[src/rtl/mac_job_sequencer.sv]
`default_nettype none
// ============================================================================
// Module   : mac_job_sequencer
// Purpose  : Job-level controller that broadcasts a multi-chunk weight to a PE
//            engine and steers each chunk's results into a shift-accumulate adder.
// Revision : 1.0 - initial release
// ============================================================================
module mac_job_sequencer #(
    parameter int DATA_WIDTH   = 16,
    parameter int WEIGHT_WIDTH = 4,
    parameter int RESULT_WIDTH = 16,
    parameter int SHIFT_WIDTH  = 3,
    parameter int PE_NUM       = 4,
    parameter int MAX_CHUNKS   = 4,
    parameter int ENG_LAT      = 1,
    parameter int ADD_LAT      = 1
) (
    input  logic                                  clk,
    input  logic                                  rst,
    input  logic                                  job_valid,
    output logic                                  job_ready,
    input  logic [MAX_CHUNKS*WEIGHT_WIDTH-1:0]    job_weight,
    input  logic [$clog2(MAX_CHUNKS+1)-1:0]       job_nchunks,
    input  logic [PE_NUM*4*DATA_WIDTH-1:0]        job_data,
    output logic [WEIGHT_WIDTH-1:0]               eng_weight,
    output logic [PE_NUM*4*DATA_WIDTH-1:0]        eng_data,
    input  logic [PE_NUM*RESULT_WIDTH-1:0]        eng_result,
    output logic [PE_NUM*RESULT_WIDTH-1:0]        add_data,
    output logic [SHIFT_WIDTH-1:0]                add_shift,
    output logic                                  add_init,
    input  logic [RESULT_WIDTH-1:0]               add_sum,
    output logic                                  res_valid,
    input  logic                                  res_ready,
    output logic [RESULT_WIDTH-1:0]               res_sum,
    output logic                                  busy,
    output logic [15:0]                           jobs_done
);

    localparam int c_NW = $clog2(MAX_CHUNKS + 1);
    localparam int c_CW = $clog2(MAX_CHUNKS + ENG_LAT + ADD_LAT + 1);

    localparam logic [1:0] c_IDLE  = 2'd0;
    localparam logic [1:0] c_ISSUE = 2'd1;
    localparam logic [1:0] c_DRAIN = 2'd2;
    localparam logic [1:0] c_OUT   = 2'd3;

    logic [1:0]                         r_state;
    logic [1:0]                         w_next;
    logic [MAX_CHUNKS*WEIGHT_WIDTH-1:0] r_weight;
    logic [PE_NUM*4*DATA_WIDTH-1:0]     r_data;
    logic [c_NW-1:0]                    r_n;
    logic [c_CW-1:0]                    r_cyc;
    logic [RESULT_WIDTH-1:0]            r_res_sum;
    logic [15:0]                        r_jobs_done;

    logic                               w_job_hs;
    logic                               w_res_hs;
    logic [c_NW-1:0]                    w_nclamp;
    logic                               w_last_issue;
    logic                               w_sample;
    logic                               w_iss_valid;
    logic [SHIFT_WIDTH-1:0]             w_iss_k;
    logic                               w_tag_valid;
    logic [SHIFT_WIDTH-1:0]             w_tag_k;

    assign w_job_hs     = job_valid && (r_state == c_IDLE);
    assign w_res_hs     = res_ready && (r_state == c_OUT);
    assign w_nclamp     = (job_nchunks > c_NW'(MAX_CHUNKS)) ? c_NW'(MAX_CHUNKS) : job_nchunks;
    // r_cyc equals the cycle number counted from the acceptance edge
    assign w_last_issue = (r_cyc == c_CW'(r_n));
    assign w_sample     = (r_cyc == c_CW'(r_n) + c_CW'(ENG_LAT + ADD_LAT));
    assign w_iss_valid  = (r_state == c_ISSUE);
    assign w_iss_k      = SHIFT_WIDTH'(r_cyc - c_CW'(1));

    always_ff @(posedge clk) begin
        if (rst) begin
            r_state <= c_IDLE;
        end else begin
            r_state <= w_next;
        end
    end

    always_comb begin
        w_next = r_state;
        case (r_state)
            c_IDLE:  if (w_job_hs) w_next = (w_nclamp == '0) ? c_OUT : c_ISSUE;
            c_ISSUE: if (w_last_issue) w_next = c_DRAIN;
            c_DRAIN: if (w_sample) w_next = c_OUT;
            c_OUT:   if (w_res_hs) w_next = c_IDLE;
            default: w_next = c_IDLE;
        endcase
    end

    always_ff @(posedge clk) begin
        if (rst) begin
            r_weight    <= '0;
            r_data      <= '0;
            r_n         <= '0;
            r_cyc       <= '0;
            r_res_sum   <= '0;
            r_jobs_done <= '0;
        end else begin
            if (w_job_hs) begin
                r_weight <= job_weight;
                r_data   <= job_data;
                r_n      <= w_nclamp;
                r_cyc    <= c_CW'(1);
                if (w_nclamp == '0) r_res_sum <= '0;
            end else if (r_state == c_ISSUE || r_state == c_DRAIN) begin
                r_cyc <= r_cyc + c_CW'(1);
            end
            if (r_state == c_DRAIN && w_sample) r_res_sum <= add_sum;
            if (w_res_hs) r_jobs_done <= r_jobs_done + 16'd1;
        end
    end

    // Chunk index travels alongside the engine so results meet their shift amount
    generate
        if (ENG_LAT == 0) begin : g_tag_comb
            assign w_tag_valid = w_iss_valid;
            assign w_tag_k     = w_iss_k;
        end else begin : g_tag_pipe
            logic                   r_tv [ENG_LAT];
            logic [SHIFT_WIDTH-1:0] r_tk [ENG_LAT];

            always_ff @(posedge clk) begin
                if (rst) begin
                    for (int i = 0; i < ENG_LAT; i++) begin
                        r_tv[i] <= 1'b0;
                        r_tk[i] <= '0;
                    end
                end else begin
                    r_tv[0] <= w_iss_valid;
                    r_tk[0] <= w_iss_k;
                    for (int i = 1; i < ENG_LAT; i++) begin
                        r_tv[i] <= r_tv[i-1];
                        r_tk[i] <= r_tk[i-1];
                    end
                end
            end

            assign w_tag_valid = r_tv[ENG_LAT-1];
            assign w_tag_k     = r_tk[ENG_LAT-1];
        end
    endgenerate

    always_comb begin
        job_ready  = (r_state == c_IDLE);
        busy       = (r_state != c_IDLE);
        res_valid  = (r_state == c_OUT);
        eng_data   = '0;
        eng_weight = '0;
        add_data   = '0;
        add_shift  = '0;
        add_init   = 1'b0;
        if (r_state == c_ISSUE || r_state == c_DRAIN) eng_data = r_data;
        if (r_state == c_ISSUE) begin
            for (int i = 0; i < MAX_CHUNKS; i++) begin
                if (w_iss_k == SHIFT_WIDTH'(i)) eng_weight = r_weight[i*WEIGHT_WIDTH +: WEIGHT_WIDTH];
            end
        end
        // Zero inputs with init low leave the adder holding its running sum
        if (w_tag_valid) begin
            add_data  = eng_result;
            add_shift = w_tag_k;
            add_init  = (w_tag_k == '0);
        end
    end

    assign res_sum   = r_res_sum;
    assign jobs_done = r_jobs_done;

endmodule
`default_nettype wire

[config.mk]
export PLATFORM = sky130hd
export DESIGN_NAME = mac_job_sequencer
export DESIGN_NICKNAME = d
export VERILOG_FILES = /design/src/rtl/mac_job_sequencer.sv
export SDC_FILE = /design/constraint.sdc
export NUM_CORES = 1
export LEC_CHECK = 0
export CELL_PAD_IN_SITES_DETAIL_PLACEMENT = 0
export CELL_PAD_IN_SITES_GLOBAL_PLACEMENT = 1
export CORE_AREA = 2 2 278 280
export CTS_CLUSTER_DIAMETER = 60
export DETAILED_ROUTE_END_ITERATION = 12
export DIE_AREA = 0 0 280 282
export PLACE_DENSITY = 0.59
export SLEW_MARGIN = 40
export SYNTH_ARGS = -nofsm -noshare
export SYNTH_HDL_FRONTEND = slang
export SYNTH_SLANG_ARGS = --single-unit
[constraint.sdc]
create_clock -name clk -period 2.2 [get_ports clk]
set_input_delay 0.33 -clock clk [delete_from_list [all_inputs] [get_ports clk]]
set_output_delay 0.33 -clock clk [all_outputs]
set_load 0.005 [all_outputs]
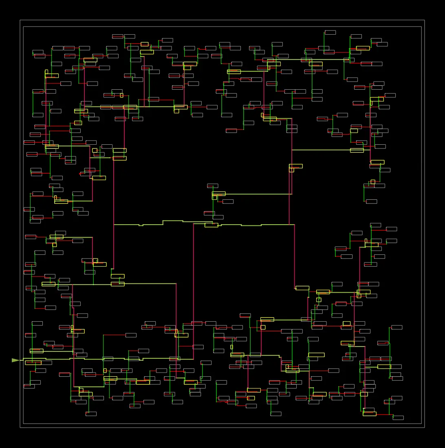
**Above:** run 1 (the clock network).
Clock Sinks: 316
registers: 316
clk_skew: 0.0137 ns
clock buffer count in the final layout: 62

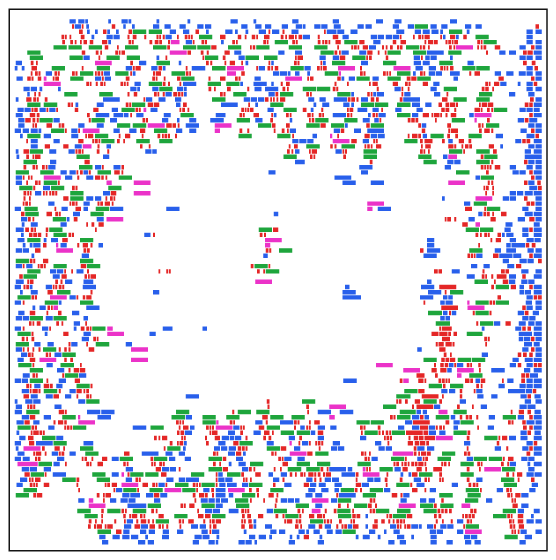
**Above:** run 1 (placed cells, one colour a class).
- blue: other buffers and delay cells (cells 898)
- green: flops (cells 316)
- magenta: clock drivers and dummy loads (cells 79)
- red: combinational and other logic (cells 1,339)

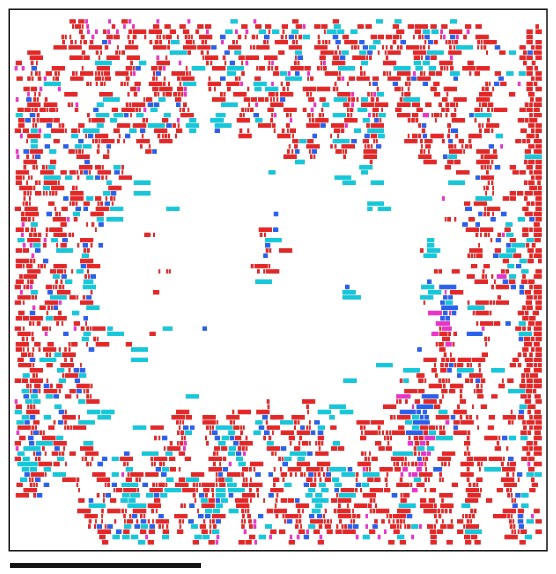
**Above:** run 1 (cells by drive strength).
Bar = 100 um.
- magenta: _2 cells (cells 137; share 5.2%; most used clkbuf_2)
- cyan: _6 and larger (cells 323; share 12%; most used buf_6)
- blue: _3 and _4 cells (cells 248; share 9.4%; most used and2_4)
- red: _0 and _1 cells (cells 1,924; share 73%; most used nand2_1)

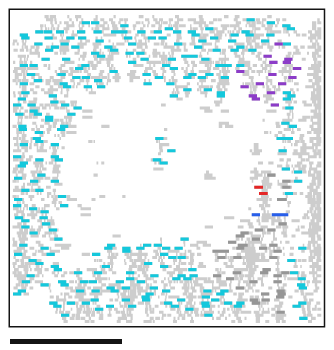
**Above:** run 1 (where the registers sit).
Bar = 100 um. Other sequential cells in the stronger grey, the rest of the logic in the fainter grey.
- purple: `jobs_done` (sequential cells 16; where top right)
- red: `r_state` (sequential cells 2)
- blue: `r_n` (sequential cells 3)
- cyan: `r_data` (sequential cells 256; where spread over the die)
- not coloured: 39
Seq area share: 24.8%
Core Util, Final: 33.7%

==> deck_impl_summary.md, run 1 <==
Flow Results at a Glance

Power and ir drop
  • Power Clock: 7.25 mW
  • Power Internal: 19.0 mW
  • Static leakage: 11.1 nW
  • P_comb: ~14 mW
  • Tot Pwr: 28.5 mW
  • Clk network pwr share: ~25%
  • Sw Ratio: 33.5%
  • P_sw: about 9.5 mW
  • Highest-power group: combinational logic

Run
  • Tool warning count: 37
  • # Max-Cap Violations: 0

Synthesis
  • Syn nets: about 2,200
  • Post-synthesis cell count: 1,792
  • Simple share: between 30% and 40%
  • Post-synthesis mux area share: less than 1%
  • Post-synth EDFFs: 0
  • Fraction of registers with async set/reset: 0%
  • Yosys stat area: between 10,000 and 15,000 um2
  • Top cells by count: nand2_1 (582), and2_1 (324), dfxtp_1 (316)
  • Cell taking the most area after synthesis: dfxtp_1
  • Flops after synth: 316
  • Ys Warns: 0
  • Netlist cell types: 32
  • Mapped Avg Cell Area: 7.50 um2

Clock network
  • CTS buffer count: 45
  • CTS H-tree depth: 2
  • Clock Latency Late Sink: 0.56 ns

Outcome
  • Status: finished with violations
  • Failing checks: setup timing

Final layout
  • # diodes: 7
  • Fill cell count: 7,896
  • Final non-filler cell total: 3,617
  • Inverters: 8
  • Multi-input logic area: roughly 7100 um2
  • Nets: 2,971

GRT
  • GRT overflow: 0
  • Initial antenna violation count: 9

Worst setup path
  • Crit path kind: flip-flop to output port
  • WP data arrival: 2.20 ns
  • Reg-to-reg slack, setup: 0.29 ns
  • Slowest CP cell: dfxtp_2
  • Worst r2r src: r_state[1]
  • CP Launch Point: r_state[1]
  • CP top delay family: buffers and inverters
  • CP Launch Type: flip-flop
  • Worst Setup End Kind: output port
  • Crit-path cells: inv_2 > ha_4 > buf_12 > buf_16 > buf_8 > buf_6 > buf_6 > buf_6 > and2_4 > buf_6
  • R2r worst-path depth: 8
  • Crit-path max cell delay: around 0.33 ns

Floorplanning
  • Row count: between 100 and 150
  • Full die area: 79,000 um2
  • Die Width: 280 um
  • Pre-Place Util: 17.8%

STA
  • Final min period: 2.53 ns
  • Final worst-path cycle share: 115%
  • F_max: 0.395 GHz
  • RSZ-0062 raised after global routing: yes
  • Setup violators final: 256
  • Final WS setup: -0.329 ns

Worst hold path
  • Hold depth: 2
  • Hold Path Origin: rst

Detailed routing
  • WL/cell: 17.9 um
  • Vias: 14,900

Place
  • PortBufs: 721
  • Pre-CTS WS: -0.0802 ns
## run 1: state kept, by name (all words and copies together), names as in the netlist
signal           flops
res_sum             16
r_n                  3
r_data             256
g_tag_pipe.r_tv      1
g_tag_pipe.r_tk      3
r_weight            16
jobs_done           16
r_cyc                3
r_state              2
## run 1: routing by layer
layer  part of all wire [%]  up-vias  track usage (%)
li1                       -     7331                -
met1                     37     6990             15.0
met2                     53      479             27.5
met3                    7.4      100             4.55
met4                    3.1        4             5.43
met5                  0.037        -                0
## run 1: per-stage QoR
stage	util (%)	setup TNS (ns)	cell area, um2
after detailed placement	29.6	-0.0802	22400
after floorplan	-	0	13400
after global placement	29.6	-0.122	22400
after global routing	33.7	-55.77	25500
after CTS	31.8	-133.68	24100
final	33.7	-33.65	25500
==> run 1 -> run 2 <==
- CAP_MARGIN: not set -> 20
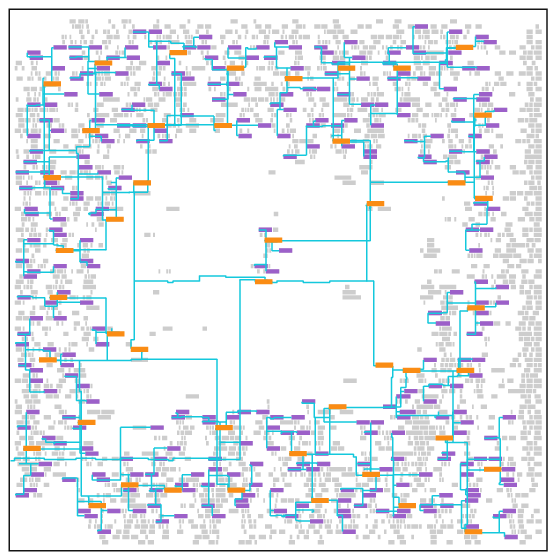
**Above:** run 2 (clock wires, drivers and flops).
- cyan: clock wires (length 5,520 um)
- purple: flip-flops (count 316)
- orange: clock drivers (count 45)
- flops lie: spread over the die
- routed clock nets: 46
Clk network pwr share: 25.4%
Power Clock: 7.25 mW

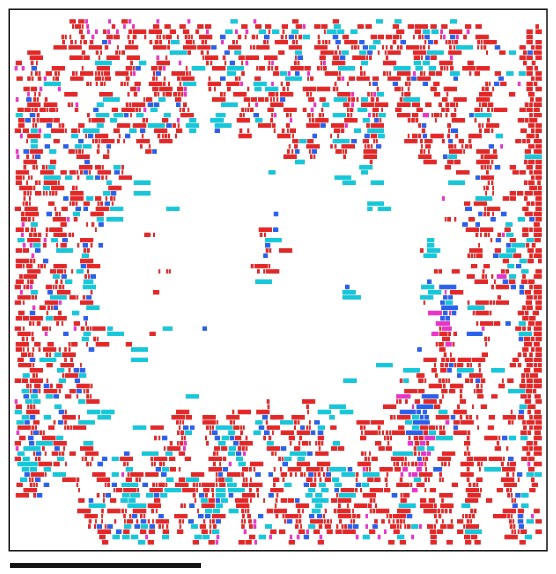
**Above:** run 2 (cells by drive strength).
Bar = 100 um.
- blue: _3 and _4 cells (cells 248; share 9.4%; most used and2_4)
- magenta: _2 cells (cells 137; share 5.2%; most used clkbuf_2)
- red: _0 and _1 cells (cells 1,924; share 73%; most used nand2_1)
- cyan: _6 and larger (cells 323; share 12%; most used buf_6)

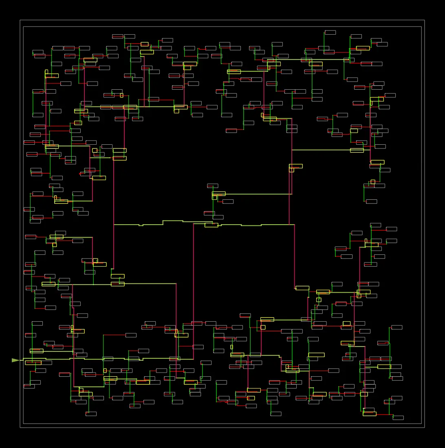
**Above:** run 2 (the clock network).
CTS buffer count: 45
Clock Latency Late Sink: 0.56 ns

==> deck_impl_summary.md, run 2 <==
Flow Results at a Glance

Detailed routing
  • WL/cell: around 18 um
  • Met3 wire len: 4820 um
  • Met1 wire length: between 20,000 and 25,000 um

Floorplanning
  • Full die area: 79,000 um2
  • Pre-Place Util: 17.8%

GRT
  • Met2 Track Usage GR: between 20% and 30%
  • Busiest layer in global routing: met2
  • Met1 Usage GRT: roughly 15%
  • Initial antenna violation count: 9

Worst setup path
  • Reg-to-reg slack, setup: 0.29 ns
  • Worst r2r src: r_state[1]
  • R2r worst-path depth: 8
  • CP Launch Type: flip-flop
  • Crit path kind: flip-flop to output port

STA
  • Final worst-path cycle share: 115%
  • Final WS setup: -0.329 ns
  • Final min period: 2.53 ns
  • Setup TNS: -33.65 ns
  • Clk_skew: 0.0137 ns
  • Setup violators final: between 200 and 300

Outcome
  • Failing checks: setup timing
  • Status: finished with violations

Final layout
  • Nets: between 2,000 and 3,000
  • Final non-filler cell total: 3,617

Power and ir drop
  • Tot Pwr: 28.5 mW
  • P_sw: approximately 9.5 mW
  • Highest-power group: combinational logic

Run
  • Tool warning count: 37

Synthesis
  • Post-synthesis mux area share: 0.307%
  • Netlist cell types: 32
  • Yosys stat area: approximately 13,000 um2
  • Top cells by count: nand2_1 (582), and2_1 (324), dfxtp_1 (316)
  • Flops after synth: 316
  • Post-synthesis cell count: 1,792
  • Simple share: 34.4%

Clock network
  • CTS H-tree depth: 2
## run 2: cell counts after synthesis
Identical to the previous run, type by type.
## run 2: worst min path at each step
stage | from | endpoint | slack, ns | depth (start not counted)
finish | rst | jobs_done[5] | 0.22 | 2
global route | rst | jobs_done[13] | 0.21 | 2
CTS | rst | jobs_done[5] | 0.19 | 2
detailed placement | r_data[105] | r_data[105] | 0.44 | 2
global placement | r_data[59] | r_data[59] | 0.44 | 2
floorplan | r_data[0] | r_data[0] | 0.43 | 2
## run 2: layout make-up
class	instances	area, um2	share of cell area (%)
diodes	7	17.5	0.0686
clock buffers	62	1300	5.10
clock inverters	17	171	0.672
inverters	8	32.5	0.127
multi-input cells	1331	7120	27.9
flip-flops and latches	316	6340	24.8
well taps	978	1220	4.79
repair buffers	898	9320	36.5
Power and IR drop assume default switching activity.
